### Logic cells by family

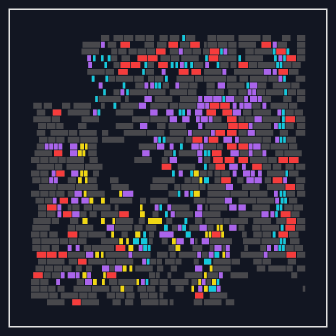
### Clock wiring as the flow saved it

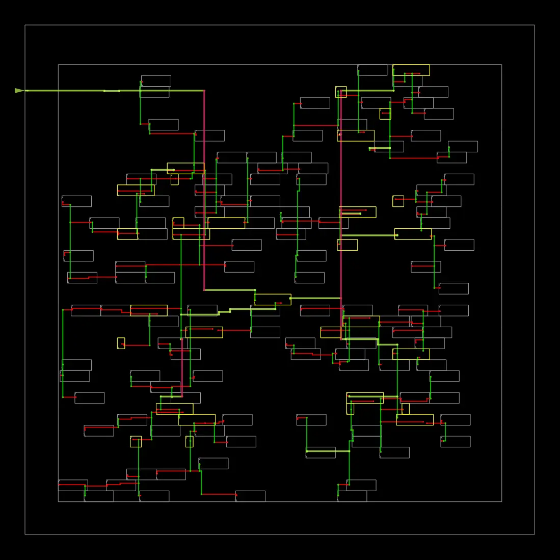
### Clock network drawn from the DEF

The bar under the picture is 50 um long.
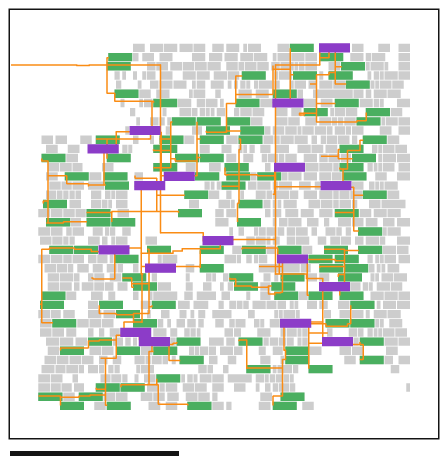
### Sequential cells colored by netlist name

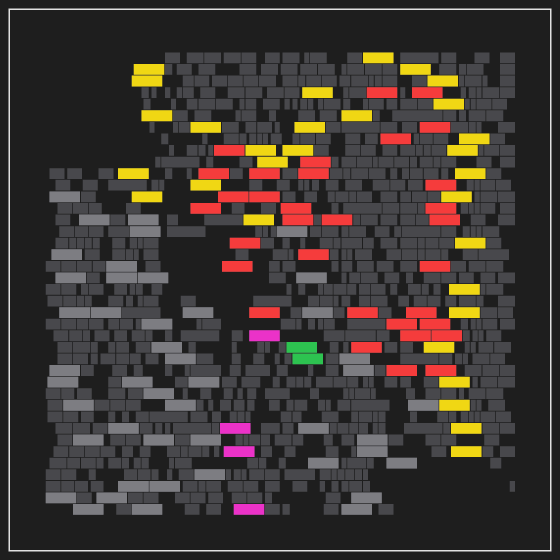
### Placed cells, one color a class

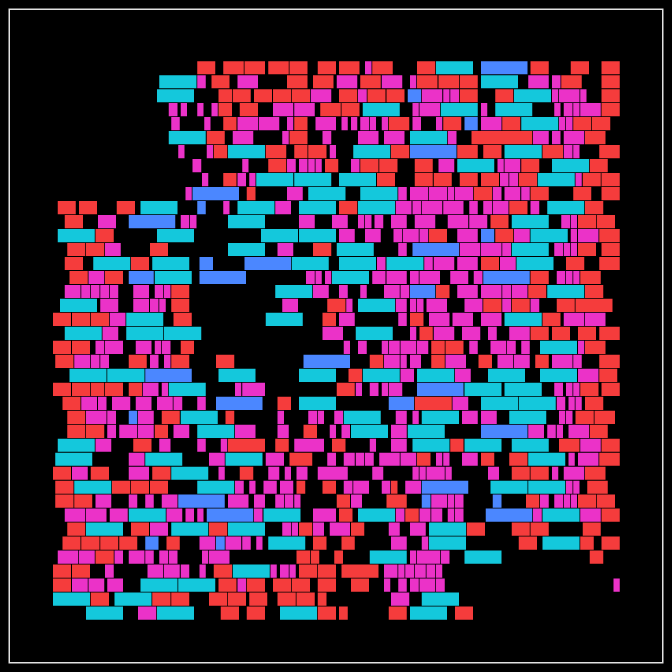
[src/rtl/mem_access_unit.sv]
// mem_access_unit: MEM-stage load/store engine.
// Takes the EX/MEM register outputs and turns a sized load or store into one
// handshaked, word-wide data-memory transaction. Stores get byte enables and
// lane replication. Loads get lane extraction and sign or zero extension.
// The unit stalls the pipeline until the transaction completes. Non-memory
// instructions pass through to MEM/WB combinationally.
//
// Ports
//   clk, reset        : clock and synchronous active-high reset
//   MemWrite/MemRead  : 00 none, 01 byte, 10 half, 11 word
//   ld_unsigned       : zero-extend (1) or sign-extend (0) sub-word loads
//   MemtoReg/RegWrite/rd/Aluout/busB : EX/MEM payload
//   dm_*              : data-memory request/ack bus
//   mem_stall         : freezes the upstream pipeline registers
//   wb_*              : results presented to MEM/WB
//   addr_err/bus_err  : one-cycle error pulses (misaligned / ack timeout)
module mem_access_unit #(
  parameter int unsigned TIMEOUT = 16
) (
  input  logic        clk,
  input  logic        reset,
  input  logic [1:0]  MemWrite,
  input  logic [1:0]  MemRead,
  input  logic        ld_unsigned,
  input  logic        MemtoReg,
  input  logic        RegWrite,
  input  logic [4:0]  rd,
  input  logic [31:0] Aluout,
  input  logic [31:0] busB,
  output logic        dm_req,
  output logic        dm_we,
  output logic [31:0] dm_addr,
  output logic [3:0]  dm_be,
  output logic [31:0] dm_wdata,
  input  logic [31:0] dm_rdata,
  input  logic        dm_ack,
  output logic        mem_stall,
  output logic        wb_regwrite,
  output logic [4:0]  wb_rd,
  output logic [31:0] wb_data,
  output logic        addr_err,
  output logic        bus_err
);

  localparam int unsigned CNT_W = (TIMEOUT > 1) ? $clog2(TIMEOUT) : 1;

  localparam logic [1:0] ST_IDLE = 2'd0;
  localparam logic [1:0] ST_REQ  = 2'd1;
  localparam logic [1:0] ST_DONE = 2'd2;

  logic [1:0]       state_q, state_d;
  logic             req_q, req_d;
  logic             we_q, we_d;
  logic [31:0]      addr_q, addr_d;
  logic [3:0]       be_q, be_d;
  logic [31:0]      wdata_q, wdata_d;
  logic [31:0]      ld_q, ld_d;
  logic             err_q, err_d;
  logic             aerr_q, aerr_d;
  logic             berr_q, berr_d;
  logic [CNT_W-1:0] cnt_q, cnt_d;
  // Load shape captured at request time so extraction does not depend on
  // the upstream inputs during the ack cycle.
  logic [1:0]       off_q, off_d;
  logic [1:0]       lsize_q, lsize_d;
  logic             uns_q, uns_d;

  logic        is_wr_c;
  logic        access_c;
  logic [1:0]  size_c;
  logic        misalign_c;
  logic [31:0] st_wdata_c;
  logic [3:0]  st_be_c;
  logic [7:0]  byte_c;
  logic [15:0] half_c;
  logic [31:0] ext_c;

  // Request decode: a write takes precedence over a simultaneous read.
  always_comb begin
    is_wr_c    = (MemWrite != 2'b00);
    access_c   = is_wr_c || (MemRead != 2'b00);
    size_c     = is_wr_c ? MemWrite : MemRead;
    misalign_c = 1'b0;
    case (size_c)
      2'b10:   misalign_c = Aluout[0];
      2'b11:   misalign_c = (Aluout[1:0] != 2'b00);
      default: misalign_c = 1'b0;
    endcase
  end

  // Store lane replication and byte enables.
  always_comb begin
    st_wdata_c = '0;
    st_be_c    = '0;
    case (MemWrite)
      2'b01: begin
        st_wdata_c = {4{busB[7:0]}};
        st_be_c    = 4'b0001 << Aluout[1:0];
      end
      2'b10: begin
        st_wdata_c = {2{busB[15:0]}};
        st_be_c    = Aluout[1] ? 4'b1100 : 4'b0011;
      end
      2'b11: begin
        st_wdata_c = busB;
        st_be_c    = 4'b1111;
      end
      default: begin
        st_wdata_c = '0;
        st_be_c    = '0;
      end
    endcase
  end

  // Load lane extraction and extension; lsize_q==00 marks "no load data".
  always_comb begin
    byte_c = dm_rdata[{off_q, 3'b000} +: 8];
    half_c = off_q[1] ? dm_rdata[31:16] : dm_rdata[15:0];
    ext_c  = '0;
    case (lsize_q)
      2'b01:   ext_c = uns_q ? {24'b0, byte_c} : {{24{byte_c[7]}}, byte_c};
      2'b10:   ext_c = uns_q ? {16'b0, half_c} : {{16{half_c[15]}}, half_c};
      2'b11:   ext_c = dm_rdata;
      default: ext_c = '0;
    endcase
  end

  // Next-state and register-input logic.
  always_comb begin
    state_d = state_q;
    req_d   = req_q;
    we_d    = we_q;
    addr_d  = addr_q;
    be_d    = be_q;
    wdata_d = wdata_q;
    ld_d    = ld_q;
    err_d   = err_q;
    aerr_d  = 1'b0;
    berr_d  = 1'b0;
    cnt_d   = cnt_q;
    off_d   = off_q;
    lsize_d = lsize_q;
    uns_d   = uns_q;

    case (state_q)
      ST_IDLE: begin
        if (access_c) begin
          if (misalign_c) begin
            state_d = ST_DONE;
            err_d   = 1'b1;
            aerr_d  = 1'b1;
            ld_d    = '0;
          end else begin
            state_d = ST_REQ;
            req_d   = 1'b1;
            we_d    = is_wr_c;
            addr_d  = {Aluout[31:2], 2'b00};
            be_d    = is_wr_c ? st_be_c : 4'b1111;
            wdata_d = is_wr_c ? st_wdata_c : 32'b0;
            cnt_d   = '0;
            err_d   = 1'b0;
            off_d   = Aluout[1:0];
            lsize_d = is_wr_c ? 2'b00 : MemRead;
            uns_d   = ld_unsigned;
          end
        end
      end

      ST_REQ: begin
        if (dm_ack) begin
          ld_d    = ext_c;
          req_d   = 1'b0;
          state_d = ST_DONE;
        end else if (cnt_q == CNT_W'(TIMEOUT - 1)) begin
          ld_d    = '0;
          req_d   = 1'b0;
          err_d   = 1'b1;
          berr_d  = 1'b1;
          state_d = ST_DONE;
        end else begin
          cnt_d = cnt_q + CNT_W'(1);
        end
      end

      ST_DONE: begin
        state_d = ST_IDLE;
        err_d   = 1'b0;
      end

      default: begin
        state_d = ST_IDLE;
        req_d   = 1'b0;
        err_d   = 1'b0;
      end
    endcase
  end

  // State and datapath registers.
  always_ff @(posedge clk) begin
    if (reset) begin
      state_q <= ST_IDLE;
      req_q   <= 1'b0;
      we_q    <= 1'b0;
      addr_q  <= '0;
      be_q    <= '0;
      wdata_q <= '0;
      ld_q    <= '0;
      err_q   <= 1'b0;
      aerr_q  <= 1'b0;
      berr_q  <= 1'b0;
      cnt_q   <= '0;
      off_q   <= '0;
      lsize_q <= '0;
      uns_q   <= 1'b0;
    end else begin
      state_q <= state_d;
      req_q   <= req_d;
      we_q    <= we_d;
      addr_q  <= addr_d;
      be_q    <= be_d;
      wdata_q <= wdata_d;
      ld_q    <= ld_d;
      err_q   <= err_d;
      aerr_q  <= aerr_d;
      berr_q  <= berr_d;
      cnt_q   <= cnt_d;
      off_q   <= off_d;
      lsize_q <= lsize_d;
      uns_q   <= uns_d;
    end
  end

  // Stall is combinational so a new access freezes the pipe in its first cycle.
  always_comb begin
    mem_stall   = 1'b0;
    wb_regwrite = 1'b0;
    case (state_q)
      ST_IDLE: begin
        mem_stall   = access_c;
        wb_regwrite = access_c ? 1'b0 : RegWrite;
      end
      ST_REQ: begin
        mem_stall   = 1'b1;
        wb_regwrite = 1'b0;
      end
      ST_DONE: begin
        mem_stall   = 1'b0;
        wb_regwrite = RegWrite & ~err_q;
      end
      default: begin
        mem_stall   = 1'b0;
        wb_regwrite = 1'b0;
      end
    endcase
  end

  assign wb_rd    = rd;
  assign wb_data  = MemtoReg ? ld_q : Aluout;

  assign dm_req   = req_q;
  assign dm_we    = we_q;
  assign dm_addr  = addr_q;
  assign dm_be    = be_q;
  assign dm_wdata = wdata_q;
  assign addr_err = aerr_q;
  assign bus_err  = berr_q;

endmodule

[config.mk]
export PLATFORM = sky130hd
export DESIGN_NAME = mem_access_unit
export DESIGN_NICKNAME = d
export VERILOG_FILES = /design/src/rtl/mem_access_unit.sv
export SDC_FILE = /design/constraint.sdc
export NUM_CORES = 1
export LEC_CHECK = 0
export CORE_MARGIN = 8
export CORE_UTILIZATION = 43
export CTS_BUF_LIST = sky130_fd_sc_hd__clkbuf_4 sky130_fd_sc_hd__clkbuf_8 sky130_fd_sc_hd__clkbuf_16
export CTS_CLUSTER_SIZE = 25
export DETAILED_ROUTE_END_ITERATION = 10
export GPL_ROUTABILITY_DRIVEN = 0
export PLACE_DENSITY = 0.81
export RECOVER_POWER = 25
export SLEW_MARGIN = 5
export SYNTH_ARGS = -nofsm -noshare
export SYNTH_HDL_FRONTEND = slang
export SYNTH_SLANG_ARGS = --single-unit
[constraint.sdc]
create_clock -name clk -period 2.09 [get_ports clk]
set_input_delay 0.418 -clock clk [delete_from_list [all_inputs] [get_ports clk]]
set_output_delay 0.418 -clock clk [all_outputs]
set_load 0.03 [all_outputs]
==> Slide: Implementation Results <==
Flow Results at a Glance

Outcome
  – Result of the run: finished clean

Yosys
  – Dominant kind of combinational cell: AND-OR/OR-AND gates
  – Count of different cell masters after synthesis: about 48
  – Top cells by area: dfxtp_1 43%, mux2_2 12%, a21oi_1 8.1%, nand2_1 5.5%, o2bb2ai_1 5.1%
  – Share of synthesized area spent on multiplexers: 14.26%
  – Most frequent cell after synthesis: dfxtp_1
  – Top post-synthesis cells by count: 114 x dfxtp_1, 85 x a21oi_1, 77 x nand2_1, 58 x mux2_2, 31 x o2bb2ai_1
  – Dominant register cell: dfxtp_1
  – Adder-cell share of the synthesized area: 0.2369%
  – Simple logic cell fraction of the synthesized area: 13.45%
  – Top area contributor share: between 40 and 50%
  – Number of synthesized flops with an enable pin: 0

Routing
  – Highest routing layer actually used: met4
  – Via count: 5,448

STA
  – Worst-margin pin slew: between 0.7 and 0.8 ns
  – Number of hold-slack violations in the final timing report: 0
  – Maximum clock frequency: 0.4897 GHz
  – Sum of negative setup slack: 0 ns
  – Clock Skews: around 0.0047 ns

Worst setup path
  – Flop-to-flop setup slack: 0.20 ns
  – Series of cell instances along the critical path: clkdlybuf4s15_2 -> bufbuf_16 -> mux2_2 -> clkdlybuf4s15_2
  – Length in cells of the worst reg-to-reg path: 7
  – Required time of the worst setup path: 1.67 ns
  – Largest delay contributor family on the critical path: buffers and inverters
  – Levels on crit path: 4
  – Startpoint-to-endpoint class of the critical path: primary input to output pin

Job
  – Max-cap violations: 0
  – Log Warnings: 26

Finish
  – Number of diodes added for antenna fixing: 0
  – Highest-count logic cell in the final layout: clkdlybuf4s50_1

Min path
  – Class of the tightest hold or removal check: register to register
  – Terminating pin of the worst hold path: dm_be[3]$_SDFFE_PP0P_

GRT
  – Maximum number of pins on one net before global-route repair: 67
  – Sum of overflow across all layers after global routing: 0

Die
  – Die Footprint: roughly 0.016 sq mm
  – Die height: 126.8 um

Clock tree
  – Resized Gates After CTS: 99
  – Number of clock sinks: 114

Place
  – Placed Instance Area: 0.007697 sq mm
## Picture notes: 'Logic cells by family'
purple -> inverting AOI/OAI gates  # cells 154
cyan -> NAND gates  # cells 87
red -> multiplexers  # cells 68, where all over the die
yellow -> NOR gates  # cells 50

## Picture notes: 'Clock wiring as the flow saved it'
TritonCTS buffer count: 17
flop count: 114

## Picture notes: 'Clock network drawn from the DEF'
purple -> clock drivers  # count 17
green -> flip-flops  # count 114
orange -> clock wires  # length 1,440 um
routed clock nets = 18
flops lie = all over the die

## Picture notes: 'Sequential cells colored by netlist name'
red -> `ld_q`  # sequential cells 32
magenta -> `dm_be`  # sequential cells 4, where south
yellow -> `dm_addr`  # sequential cells 30
green -> `lsize_q`  # sequential cells 2
not colored = 46

## Picture notes: 'Placed cells, one color a class'
cyan -> flops  # cells 114, share of their area 28%
blue -> clock drivers and dummy loads  # cells 30, share of their area 6.6%
magenta -> combinational and other logic  # cells 400, share of their area 34%
red -> other buffers and delay cells  # cells 257, share of their area 31%

==> power by group <==
part           total (W)  switching, W  internal (W)
sequential       0.00243     0.0000918       0.00233
combinational    0.00175      0.000967      0.000788
clock            0.00257      0.000936       0.00163
total            0.00675       0.00199       0.00475
==> cell families after synthesis <==
family / count (synthesis)
AOI/OAI and AO/OA: 178
and+or+nand+nor: 149
DFF: 114
muxes: 68
buffers and inverters: 56
adders and majority gates: 1
other: 1
==> area by class of cell <==
class / instances / area, sq um / share of cell area (%)
sequential: 114 / 2282 / 27.78
inverter: 2 / 7.507 / 0.09137
tap: 147 / 183.9 / 2.238
clock inverter: 6 / 32.53 / 0.3959
timing repair buffer: 257 / 2526 / 30.74
clock buffer: 24 / 496.7 / 6.045
multi-input combinational: 398 / 2688 / 32.71
Power and IR drop assume default switching activity.
